$ cat config.mk
export PLATFORM = sky130hd
export DESIGN_NAME = buffer_read_streamer
export DESIGN_NICKNAME = d
export VERILOG_FILES = /design/src/rtl/buffer_read_streamer.sv
export SDC_FILE = /design/constraint.sdc
export NUM_CORES = 1
export LEC_CHECK = 0
export CORE_MARGIN = 4
export CORE_UTILIZATION = 38
export CTS_CLUSTER_SIZE = 25
export DETAILED_ROUTE_END_ITERATION = 6
export PLACE_DENSITY_LB_ADDON = 0.15
export SKIP_CTS_REPAIR_TIMING = 1
export SLEW_MARGIN = 20
export SYNTH_ARGS = -nofsm -noshare
export SYNTH_HDL_FRONTEND = slang
export SYNTH_SLANG_ARGS = --single-unit
$ cat constraint.sdc
create_clock -name clk -period 4.7 [get_ports clk]
set_input_delay 0.94 -clock clk [delete_from_list [all_inputs] [get_ports clk]]
set_output_delay 0.94 -clock clk [all_outputs]
set_load 0.1 [all_outputs]
$ cat src/rtl/buffer_read_streamer.sv
// Read-side streamer for one SRAM buffer: sequential word reads,
// credit-limited so the output FIFO absorbs the 1-cycle read latency.
module buffer_read_streamer #(
  parameter int DATA_W     = 32,
  parameter int ADDR_W     = 16,
  parameter int FIFO_DEPTH = 4
) (
  input  logic              clk,
  input  logic              reset,
  input  logic              cmd_valid,
  output logic              cmd_ready,
  input  logic [ADDR_W-1:0] cmd_base,
  input  logic [15:0]       cmd_len,
  output logic              sram_wen,
  output logic [ADDR_W-1:0] sram_addr,
  input  logic [DATA_W-1:0] sram_do,
  output logic              out_valid,
  input  logic              out_ready,
  output logic [DATA_W-1:0] out_data,
  output logic              out_last,
  output logic              busy,
  output logic              done
);

  localparam int PW = (FIFO_DEPTH > 1) ? $clog2(FIFO_DEPTH) : 1;
  localparam int CW = $clog2(FIFO_DEPTH + 1);

  typedef enum logic [1:0] {
    IDLE  = 2'd0,
    RUN   = 2'd1,
    DRAIN = 2'd2
  } state_t;

  state_t            state_q, state_d;
  logic [ADDR_W-1:0] addr_q, addr_d;
  logic [15:0]       rem_q, rem_d;
  logic              inf_q, inf_last_q;
  logic              zlen_q, zlen_d;
  logic              rdy_q;

  logic [DATA_W-1:0] mem_q  [FIFO_DEPTH];
  logic              last_q [FIFO_DEPTH];
  logic [PW-1:0]     wptr_q, rptr_q;
  logic [CW-1:0]     cnt_q;

  logic issue, issue_last, push, pop, credit_ok, drain_done;

  // Credits count words already queued plus the one still in the SRAM.
  assign credit_ok = ({1'b0, cnt_q} + (CW+1)'(inf_q))
                     < (CW+1)'(FIFO_DEPTH);

  assign push      = inf_q;
  assign out_valid = (cnt_q != '0);
  assign out_data  = mem_q[rptr_q];
  assign out_last  = last_q[rptr_q];
  assign pop       = out_valid && out_ready;

  assign sram_wen  = 1'b0;
  assign sram_addr = addr_q;
  assign busy      = (state_q != IDLE);
  assign cmd_ready = rdy_q && (state_q == IDLE);
  assign done      = drain_done || zlen_q;

  always_comb begin
    state_d    = state_q;
    addr_d     = addr_q;
    rem_d      = rem_q;
    zlen_d     = 1'b0;
    issue      = 1'b0;
    issue_last = 1'b0;
    drain_done = 1'b0;
    unique case (state_q)
      IDLE: begin
        if (cmd_valid && cmd_ready) begin
          if (cmd_len == 16'd0) begin
            zlen_d = 1'b1;
          end else begin
            addr_d  = cmd_base & ~ADDR_W'(3);
            rem_d   = cmd_len;
            state_d = RUN;
          end
        end
      end
      RUN: begin
        if (credit_ok) begin
          issue  = 1'b1;
          addr_d = addr_q + ADDR_W'(4);
          rem_d  = rem_q - 16'd1;
          if (rem_q == 16'd1) begin
            issue_last = 1'b1;
            state_d    = DRAIN;
          end
        end
      end
      DRAIN: begin
        if ((cnt_q == '0) && !inf_q) begin
          drain_done = 1'b1;
          state_d    = IDLE;
        end
      end
      default: state_d = IDLE;
    endcase
  end

  always_ff @(posedge clk or negedge reset) begin
    if (!reset) begin
      state_q    <= IDLE;
      addr_q     <= '0;
      rem_q      <= '0;
      inf_q      <= 1'b0;
      inf_last_q <= 1'b0;
      zlen_q     <= 1'b0;
      rdy_q      <= 1'b0;
    end else begin
      state_q    <= state_d;
      addr_q     <= addr_d;
      rem_q      <= rem_d;
      inf_q      <= issue;
      inf_last_q <= issue_last;
      zlen_q     <= zlen_d;
      rdy_q      <= 1'b1;
    end
  end

  always_ff @(posedge clk or negedge reset) begin
    if (!reset) begin
      for (int i = 0; i < FIFO_DEPTH; i++) begin
        mem_q[i]  <= '0;
        last_q[i] <= 1'b0;
      end
      wptr_q <= '0;
      rptr_q <= '0;
      cnt_q  <= '0;
    end else begin
      if (push) begin
        mem_q[wptr_q]  <= sram_do;
        last_q[wptr_q] <= inf_last_q;
        wptr_q <= (wptr_q == PW'(FIFO_DEPTH-1))
                  ? '0 : wptr_q + PW'(1);
      end
      if (pop) begin
        rptr_q <= (rptr_q == PW'(FIFO_DEPTH-1))
                  ? '0 : rptr_q + PW'(1);
      end
      cnt_q <= cnt_q + CW'(push) - CW'(pop);
    end
  end

endmodule
==> notes.md <==
run results: vias in the first global route 5953, post-synthesis cell area 8420 µm², GR peak layer met2, post-synth top area share 0.520, final antenna-violating net count 0, M3 GR Usage 0.0440, Final TNS setup 0 ns, main area contributors dfrtp_1, mux2_2, mux4_2, a21oi_2, o21ai_0, Post-Synthesis Cells 631, Total Nets Final 814, Final setup viols 0, worst-path maximum fanout 23, Setup WS post-layout 0.780 ns, critical-path cell list buf_12, mux4_2, clkdlybuf4s50_1, Worst Path Buf+Inv 2, global-route wire length before repair 31500 µm, Top FF cell, synth dfrtp_1, GP Congestion 0.781, critical path class flip-flop to primary output, vias per cell 5.36, initial core utilization 0.386, DIE WIDTH 157 µm, crit path DRT 3.76 ns, outcome finished clean
-- cell usage in the layout, fill, tap and decap left out, types with 7 or more instances in the layout --
master           count
nand2_1             31
clkbuf_16           17
nor3_1              14
nand4_1              8
nor4_1               7
a21oi_2             25
inv_1               10
mux4_2              33
nand3_1              8
clkdlybuf4s50_1    103
a21oi_1             22
buf_4               16
dfrtp_1            173
ha_1                11
nor2_1              19
o21ai_0             31
mux2_2             133
-- flip-flops by register name, indices dropped and copies added (netlist names), 2 cells and up --
name       count
cnt_q          3
last_q         4
mem_q        128
rem_q         16
rptr_q         2
sram_addr     14
state_q        2
wptr_q         2
-- kinds of logic (layout without fill, tap and decap cells) --
| group | count (synthesis) | after routing | synth area share |
|---|---|---|---|
| simple gates | 118 | 118 | 0.0734 |
| compound gates | 106 | 106 | 0.0848 |
| mux | 167 | 167 | 0.267 |
| xor+xnor | 1 | 1 | 0.00104 |
| buf+inv | 50 | 164 | 0.0339 |
| other cells | 2 | 4 | 0.000892 |
| fa+ha+maj | 12 | 12 | 0.0187 |
| flops | 175 | 175 | 0.520 |
-- layout make-up --
| class | count | area, µm² |
|---|---|---|
| Multi-Input combinational cell | 408 | 3780 |
| Clock inverter | 14 | 146 |
| Inverter | 10 | 37.5 |
| Tap cell | 280 | 350 |
| Fill cell | 1957 | 11500 |
| Sequential cell | 175 | 4380 |
| Timing Repair Buffer | 122 | 1200 |
| Clock buffer | 18 | 439 |
-- cells in the mapped netlist (2+ instances only) --
cell / instances
o22a_1: 2
nand4_1: 8
dfrtp_1: 175
and2b_1: 2
a21oi_1: 22
o21ai_1: 2
nand2b_1: 4
buf_4: 4
or3_1: 4
or4_1: 2
nor3b_1: 2
clkbuf_1: 10
o21ai_0: 31
and3_1: 2
mux2_2: 133
nand2_1: 35
ha_1: 11
nor4_2: 2
o22ai_1: 6
nor4_1: 7
a21oi_2: 25
nand3_1: 8
inv_1: 10
mux4_2: 33
a21o_1: 2
buf_2: 20
a2bb2oi_1: 2
buf_6: 4
nor2_1: 19
conb_1: 2
nor3_1: 14
a31o_2: 2
-- layer usage --
| layer | up-vias | share of wire |
|---|---|---|
| li1 | 2540 | - |
| met1 | 2837 | 0.45 |
| met2 | 115 | 0.50 |
| met3 | 14 | 0.046 |
| met4 | 0 | 0.011 |
| met5 | - | 0 |
-- worst paths after layout --
path                                       startpoint                     end  slack, ns
worst min register to register  mem_q[53]$_DFFE_PN0P_   mem_q[53]$_DFFE_PN0P_       0.50
worst min-delay path            mem_q[53]$_DFFE_PN0P_   mem_q[53]$_DFFE_PN0P_       0.50
worst max-delay path            rptr_q[0]$_DFFE_PN0P_            out_data[14]       0.78
min in group asynchronous                       reset  mem_q[104]$_DFFE_PN0P_       0.57
worst max register to register     cnt_q[1]$_DFF_PN0_   rem_q[14]$_DFFE_PN0P_       2.30
max in group asynchronous                       reset   mem_q[73]$_DFFE_PN0P_       3.11
placed.png
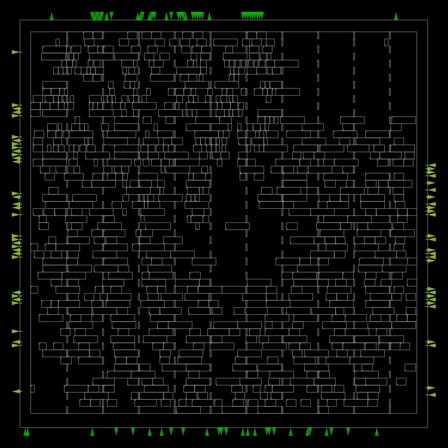
post-layout util: 0.474
Layout Cells excl Fill: 1027
num sequential: 175
# Taps: 280
row cnt: 54

m4.png
Supply wires on this layer in gray.
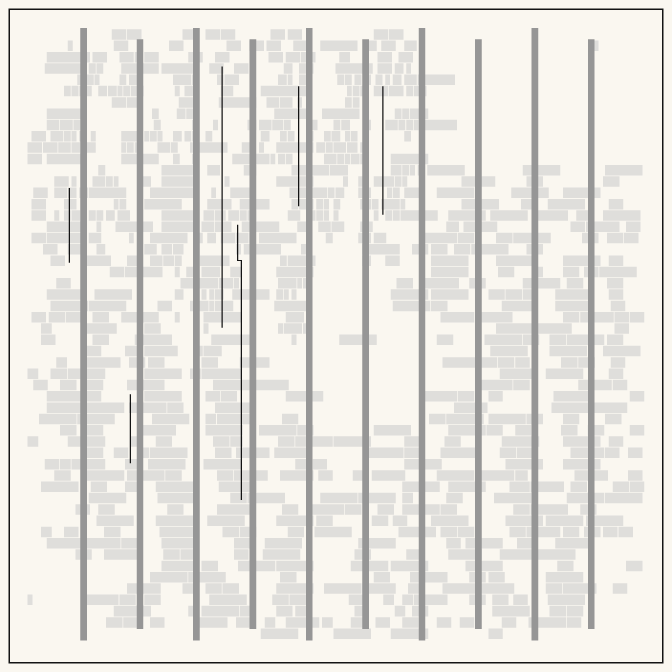
share of all routed wire: 1.2%
longest straight run: 62.6 µm
Vias: 5506
Post-Route WL: 19400 µm

sizing.png
Scale bar: 50 µm.
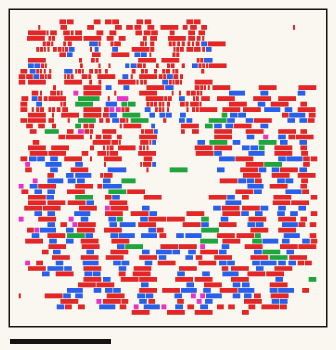
[x2] blue | cells: 209 | share: 28% | most used: mux2_2
[x1 and smaller] red | cells: 485 | share: 65% | most used: dfrtp_1
[x3 and x4] magenta | cells: 22 | share: 2.9% | most used: buf_4
[x6 and larger] green | cells: 31 | share: 4.1% | most used: clkbuf_16
Buffers, non-clock: 122
area grow syn2layout: 22.7%

m3.png
Scale bar: 50 µm.
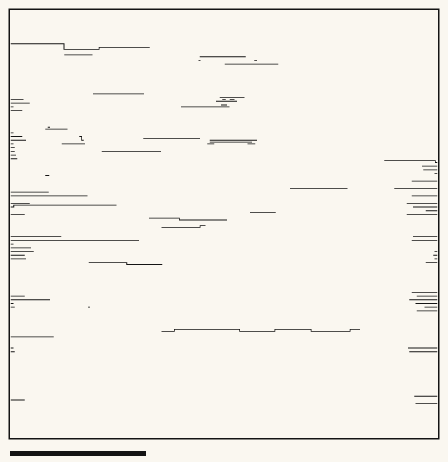
main direction: horizontal
nets with wire on the layer: 77
share of all routed wire: 4.6%
longest straight run: 46.7 µm
wire length on this layer: 896 µm

layers.png
Scale bar: 50 µm.
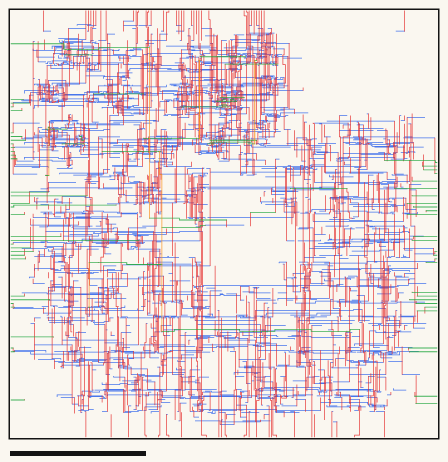
[M1] blue | wire length: 8660 µm
[M4] orange | wire length: 223 µm
[M2] red | wire length: 9590 µm
[M3] green | wire length: 896 µm

